`src/rtl/button_event_pkg.sv`:
```
// Shared definitions for the button event classifier: state encoding and
// counter sizing.
package button_event_pkg;

  localparam int STATE_W = 3;

  typedef enum logic [STATE_W-1:0] {
    IDLE   = 3'd0,
    PRESS  = 3'd1,
    HELD   = 3'd2,
    WAIT   = 3'd3,
    PRESS2 = 3'd4
  } state_t;

  // Counter must hold the largest tick value with one bit of headroom.
  function automatic int cnt_width(input int a, input int b, input int c);
    int m;
    m = a;
    if (b > m) begin
      m = b;
    end else begin
      m = m;
    end
    if (c > m) begin
      m = c;
    end else begin
      m = m;
    end
    return $clog2(m) + 32'sd1;
  endfunction

endpackage

```
`src/rtl/level_edge.sv`:
```
// Registers the polarity-corrected button level and reports its rising and
// falling edges relative to the previous sample.
module level_edge (
  input  logic clk,
  input  logic rst,
  input  logic p,
  output logic rise,
  output logic fall
);

  logic prev_r;

  // Previous-sample register; cleared to "released" so a held button rises after reset.
  always_ff @(posedge clk or posedge rst) begin
    if (rst) begin
      prev_r <= 1'b0;
    end else begin
      prev_r <= p;
    end
  end

  assign rise = p & ~prev_r;
  assign fall = ~p & prev_r;

endmodule

```
`src/rtl/button_event.sv`:
```
// Turns the debounced button level into single-cycle press, release, long,
// repeat, single-click and double-click events using one shared counter.
module button_event
  import button_event_pkg::*;
#(
  parameter bit ACTIVE_LOW   = 1'b0,
  parameter int LONG_TICKS   = 50_000_000,
  parameter int REPEAT_TICKS = 10_000_000,
  parameter int DOUBLE_TICKS = 15_000_000
) (
  input  logic clk,
  input  logic rst,
  input  logic debounced,
  output logic pressed,
  output logic press_pulse,
  output logic release_pulse,
  output logic long_pulse,
  output logic repeat_pulse,
  output logic single_pulse,
  output logic double_pulse
);

  localparam int CW = cnt_width(LONG_TICKS, REPEAT_TICKS, DOUBLE_TICKS);
  localparam logic [CW-1:0] LONG_C = CW'(LONG_TICKS);
  localparam logic [CW-1:0] REP_C  = CW'(REPEAT_TICKS);
  localparam logic [CW-1:0] DBL_C  = CW'(DOUBLE_TICKS);
  localparam logic [CW-1:0] ONE_C  = {{(CW-1){1'b0}}, 1'b1};
  localparam logic [CW-1:0] MAX_C  = {CW{1'b1}};
  localparam bit            REP_EN = (REPEAT_TICKS != 32'sd0);

  logic          p_s;
  logic          rise_s;
  logic          fall_s;
  logic [CW-1:0] cnt_inc_s;
  state_t        state_r;
  logic [CW-1:0] cnt_r;

  assign p_s       = debounced ^ ACTIVE_LOW;
  assign cnt_inc_s = (cnt_r == MAX_C) ? cnt_r : cnt_r + ONE_C;

  level_edge u_level_edge (
    .clk  (clk),
    .rst  (rst),
    .p    (p_s),
    .rise (rise_s),
    .fall (fall_s)
  );

  // Event FSM with shared saturating counter; every output is a register.
  always_ff @(posedge clk or posedge rst) begin
    if (rst) begin
      state_r       <= IDLE;
      cnt_r         <= {CW{1'b0}};
      pressed       <= 1'b0;
      press_pulse   <= 1'b0;
      release_pulse <= 1'b0;
      long_pulse    <= 1'b0;
      repeat_pulse  <= 1'b0;
      single_pulse  <= 1'b0;
      double_pulse  <= 1'b0;
    end else begin
      pressed       <= p_s;
      press_pulse   <= 1'b0;
      release_pulse <= 1'b0;
      long_pulse    <= 1'b0;
      repeat_pulse  <= 1'b0;
      single_pulse  <= 1'b0;
      double_pulse  <= 1'b0;
      case (state_r)
        IDLE: begin
          if (rise_s) begin
            press_pulse <= 1'b1;
            state_r     <= PRESS;
            cnt_r       <= ONE_C;
          end
        end
        PRESS, PRESS2: begin
          // A release on the threshold edge still counts as a short click.
          if (fall_s && (cnt_r <= LONG_C)) begin
            release_pulse <= 1'b1;
            state_r       <= (state_r == PRESS) ? WAIT : IDLE;
            cnt_r         <= ONE_C;
          end else if (cnt_r == LONG_C) begin
            long_pulse <= 1'b1;
            state_r    <= HELD;
            cnt_r      <= ONE_C;
          end else begin
            cnt_r <= cnt_inc_s;
          end
        end
        HELD: begin
          if (fall_s) begin
            release_pulse <= 1'b1;
            state_r       <= IDLE;
            cnt_r         <= {CW{1'b0}};
          end else if (REP_EN && (cnt_r == REP_C)) begin
            repeat_pulse <= 1'b1;
            cnt_r        <= ONE_C;
          end else begin
            cnt_r <= cnt_inc_s;
          end
        end
        WAIT: begin
          // A second press on the window's last edge beats the single-click timeout.
          if (rise_s && (cnt_r <= DBL_C)) begin
            press_pulse  <= 1'b1;
            double_pulse <= 1'b1;
            state_r      <= PRESS2;
            cnt_r        <= ONE_C;
          end else if (cnt_r == DBL_C) begin
            single_pulse <= 1'b1;
            state_r      <= IDLE;
            cnt_r        <= {CW{1'b0}};
          end else begin
            cnt_r <= cnt_inc_s;
          end
        end
        default: begin
          state_r <= IDLE;
          cnt_r   <= {CW{1'b0}};
        end
      endcase
    end
  end

endmodule

```
`config.mk`:
```
export PLATFORM = sky130hd
export DESIGN_NAME = button_event
export DESIGN_NICKNAME = d
export VERILOG_FILES = /design/src/rtl/button_event_pkg.sv /design/src/rtl/level_edge.sv /design/src/rtl/button_event.sv
export SDC_FILE = /design/constraint.sdc
export NUM_CORES = 1
export LEC_CHECK = 0
export CORE_ASPECT_RATIO = 1.5
export CORE_MARGIN = 2
export CORE_UTILIZATION = 50
export CTS_BUF_LIST = sky130_fd_sc_hd__clkbuf_16
export DETAILED_ROUTE_END_ITERATION = 7
export PLACE_DENSITY = 0.71
export SYNTH_ARGS = -nofsm -noshare
export SYNTH_HDL_FRONTEND = slang
export SYNTH_SLANG_ARGS = --single-unit
```
`constraint.sdc`:
```
create_clock -name clk -period 2.6 [get_ports clk]
set_input_delay 0.26 -clock clk [delete_from_list [all_inputs] [get_ports clk]]
set_output_delay 0.26 -clock clk [all_outputs]
set_load 0.02 [all_outputs]
```
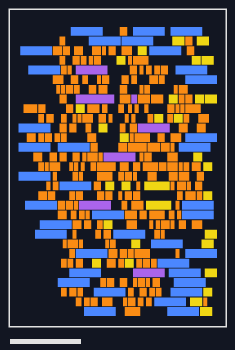
run_1/class_map.png
Bar = 20 um.
| class | colour | cells |
|---|---|---|
| remaining logic cells | orange | 231 |
| registers | blue | 37 |
| remaining buffers and delay cells | yellow | 31 |
| clock drivers and dummy loads | purple | 7 |

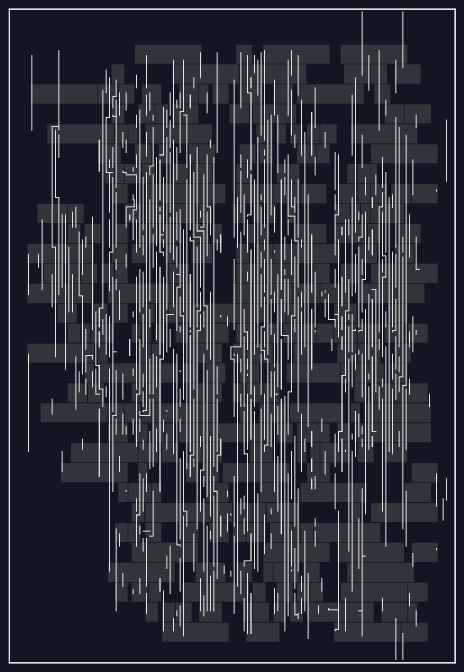
run_1/m2.png
Cells faint in the background.
nets with wire on the layer: 263
wire length on this layer: 3460 um
longest straight run: 42.2 um

==> run summary, run 1 <==
Flow results follow.

Counting endpoints that fail hold in the final report gives 0. The die boundary height is 89.0 um. The dominant kind of combinational cell is simple AND/OR/NAND/NOR gates. The total chip power is around 0.0023 W. The number of buffers on the longest clock path is 2.

The biggest cell delay along the critical path is 0.49 ns. The area of all sequential standard cells is 926 um^2. The class of the worst hold path is in2async.

The most frequent logic cell in the layout is sky130_fd_sc_hd__dfrtp_1. Per the timing report, the biggest fanout along the worst path comes to 16. The number of non-clock buffers in the layout is 31. The data required time at the worst endpoint is 2.80 ns. The initial detailed-routing violation count is 161. The initial antenna violation count is 0. The count of hold buffers inserted by post-cts repair is 0. The fmax is 0.409 GHz. At floorplan, the net count of the design was reported as around 290.

The wire length on met3 is 280 um. The maximum VDD drop is 0.408 mV. The combinational cell area excluding buffers and inverters is 1360 um^2. The STA report counts the stages on the worst setup path as 8. The number of instances resized during post-cts repair is 0. TritonRoute reported its final design rule violation total as 0. Headroom to the max-slew limit came out at 0.683. The most used routing layer in global routing is met2. The wire length of the first global-routing pass is 10.3 mm. Per the OpenROAD floorplan log, the area of the core is 4580 um^2. Looking at the post-CTS report, the setup buffer insertion count equals 0.

The run finished with clean final reports. At the later pin of the worst-skew pair, clock insertion delay measures 0.28 ns. The biggest slice of the area belongs to combinational gates. The signal on the critical path passes through nand3_1 > a2111oi_2 > nor4b_2 > a211o_1 > o211a_2 > buf_12 > or4_1 > o21ai_1. For this configuration, the core starts out at a cell density of 0.526. The main flop type is sky130_fd_sc_hd__dfrtp_1. The first-pass iteration count of the detailed router is 5. The flip-flop and latch power is 0.000703 W.

Of the total synthesized cell area, the portion taken by XOR and XNOR cells is 0.00728. Per the post-synthesis report, the number of cells in the design is 285. The cell family contributing the most delay on the critical path is AND-OR/OR-AND gates. The multi-input combinational gate total is 220.

The time the worst path needs with I/O delays and setup is 2.45 ns. The clock buffers instantiated in the layout total 5. Non-clock inverters in the final layout number 11. For this run, the register share of the synthesized area comes to 0.385. The buffer share of cell area is 0.0985.

The net switching fraction of the power is 0.363. The via count of the first global-routing pass is between 2000 and 2500. The wire length on met1 is 2.52 mm.
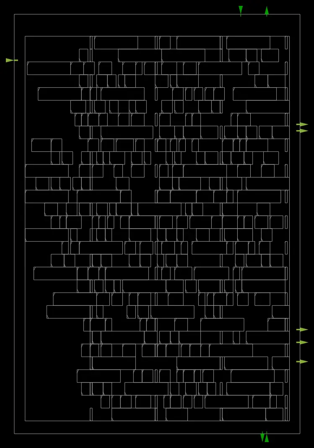
run_1/placed.png
number of filler instances in the final layout: 441
fraction of area in registers: 0.325
final non-filler cell total: 370
number of tap instances: 64
sequential cell count: 37

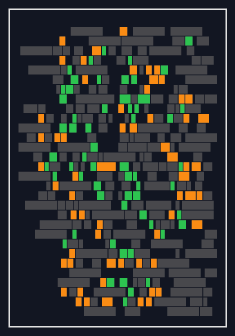
run_1/gates.png
| family | colour | cells |
|---|---|---|
| nand cells | green | 59 |
| aoi and oai cells | orange | 61 |

## run 1: stage by stage
| step | utilization | hold WS [ns] | instance area (um^2) | worst slack, ns | setup TNS [ns] |
|---|---|---|---|---|---|
| finish | 0.622 | 0.388 | 2850 | 0.154 | 0 |
| global route | 0.622 | 0.471 | 2850 | -0.0452 | -0.366 |
| CTS | 0.619 | 0.415 | 2830 | 0.115 | 0 |
| detailed placement | 0.584 | 0.563 | 2670 | 0.144 | 0 |
| global placement | 0.584 | 0.557 | 2670 | 0.169 | 0 |
| floorplan | - | 0.291 | 2410 | 0.419 | 0 |
## run 1: sequential cells by signal (all words and copies together) (netlist names)
name	count
long_pulse	1
u_level_edge.prev_r	1
single_pulse	1
release_pulse	1
state_r	3
press_pulse	1
double_pulse	1
repeat_pulse	1
cnt_r	27
## run 1: Yosys cell counts (5+ instances only)
library cell	number	area share
sky130_fd_sc_hd__dfrtp_1	37	0.38
sky130_fd_sc_hd__nand2_1	27	0.042
sky130_fd_sc_hd__o21ai_0	24	0.050
sky130_fd_sc_hd__nand4_1	17	0.044
sky130_fd_sc_hd__nor2_1	17	0.027
sky130_fd_sc_hd__or3_1	14	0.036
sky130_fd_sc_hd__o21ai_1	13	0.027
sky130_fd_sc_hd__inv_1	11	0.017
sky130_fd_sc_hd__nand3_1	9	0.019
sky130_fd_sc_hd__a21o_1	8	0.025
sky130_fd_sc_hd__a21oi_1	8	0.017
sky130_fd_sc_hd__nor4_1	8	0.021
sky130_fd_sc_hd__nor2b_1	7	0.018
sky130_fd_sc_hd__clkbuf_1	6	0.0094
sky130_fd_sc_hd__and3_1	5	0.013
sky130_fd_sc_hd__buf_2	5	0.010
## Run 2: what changed since run 1
--- a/config.mk
+++ b/config.mk
@@ -5,6 +5,7 @@
 export SDC_FILE = /design/constraint.sdc
 export NUM_CORES = 1
 export LEC_CHECK = 0
+export ABC_CLOCK_PERIOD_IN_PS = 2600
 export CORE_ASPECT_RATIO = 1.5
 export CORE_MARGIN = 2
 export CORE_UTILIZATION = 50
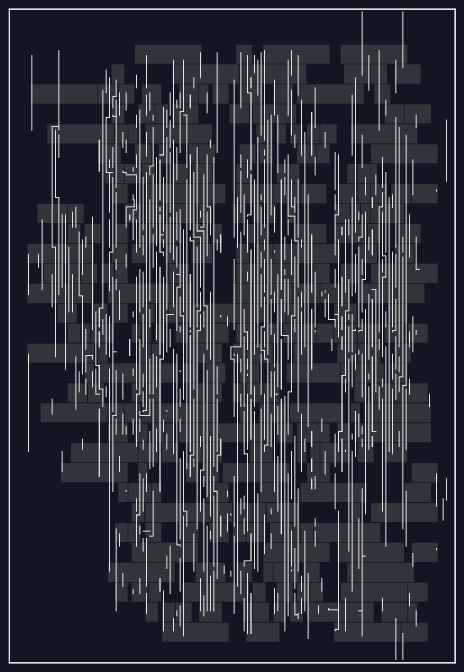
run_2/m2.png
Cells faint in the background.
share of all routed wire: 53%
main direction: vertical
nets with wire on the layer: 263
longest straight run: 42.2 um

==> run summary, run 2 <==
Flow results follow.

The flow ran to the end, and the final reports show no timing, DRC or antenna violations. For this run, the register share of the synthesized area comes to 0.385. In the final layout, the multi-input gates occupy 1360 um^2.

IR analysis of the VDD net gives a maximum drop of 0.408 mV. Sequential power for this build is 0.000703 W. In the final timing run, aggregate negative setup slack is 0 ns. Synthesis produced 285 cells.

Before CTS, the worst setup slack after placement is 0.144 ns. The completed layout was analyzed and its total power is about 0.0023 W. The net switching fraction of the power is 0.363. The number of nets in the synthesized netlist is 290. After clock tree synthesis, the setup repair step added 0 buffers. The flip-flop count of the largest register after layout is 27. The report puts the hold buffer count at CTS at 0. The starting utilization of the core area is 0.526.

The initial antenna violation count is 0. Derived from the worst setup path, the maximum achievable clock frequency is 0.409 GHz. The main flop type is sky130_fd_sc_hd__dfrtp_1. The filler cell count is 441. In the final layout, the registers with the most flip-flops are cnt_r x27, state_r x3. The largest register by flop count is cnt_r. Summing all placed instances gives a cell area of 2670 um^2. The final cell utilization of the core is 0.622.
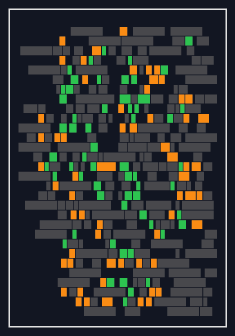
run_2/gates.png
| family | colour | cells |
|---|---|---|
| aoi and oai cells | orange | 61 |
| nand cells | green | 59 |

## run 2: cell counts in the layout (fill, tap and decap cells not counted)
Identical to the previous run, type by type.
## run 2: layout make-up
type	count	share of cell area
tap	64	0.0281
timing repair buffer	31	0.0985
clock inverter	2	0.0123
sequential	37	0.325
inverter	11	0.0145
multi-input combinational	220	0.477
clock buffer	5	0.0440
## run 2: path summary, 6_finish.rpt
kind                       startpoint                  end  depth (start not counted)
hold reg to reg              cnt_r[1]             cnt_r[1]                          2
setup / recovery            cnt_r[21]             cnt_r[7]                          8
max in group asynchronous         rst            cnt_r[19]                          3
setup reg to reg            cnt_r[21]             cnt_r[7]                          8
hold / removal                    rst         repeat_pulse                          3
min in group clk            debounced  u_level_edge.prev_r                          1
## run 2: repair_timing
action,CTS,global route
hold endpoints to repair,0,0
setup endpoints to repair,0,20
gates resized,0,2
## run 2: cells by family (layout without fill, tap and decap cells)
group                      after synthesis  after routing  share of synthesized area
and+or+nand+nor                        140            140                      0.340
AOI/OAI and AO/OA                       75             75                      0.194
buffers and inverters                   28             49                     0.0587
muxes                                    1              1                    0.00468
DFF                                     37             37                      0.385
adders and majority gates                2              2                     0.0104
xor gates and xnor gates                 2              2                    0.00728
## run 2: critical path: stages, from the launching register on
cell                        delay [ns]
sky130_fd_sc_hd__dfrtp_1          0.44
sky130_fd_sc_hd__nand3_1          0.19
sky130_fd_sc_hd__a2111oi_2        0.38
sky130_fd_sc_hd__nor4b_2          0.11
sky130_fd_sc_hd__a211o_1          0.33
sky130_fd_sc_hd__o211a_2          0.17
sky130_fd_sc_hd__buf_12           0.16
sky130_fd_sc_hd__or4_1            0.49
sky130_fd_sc_hd__o21ai_1          0.09
## run 2: per-layer routing
layer	vias to the layer above	wire length, um
met4	0	248
met5	-	0
met3	25	280
li1	1107	-
met2	70	3460
met1	1135	2520
Power figures rest on the tool's default switching activity, not on a simulated workload.
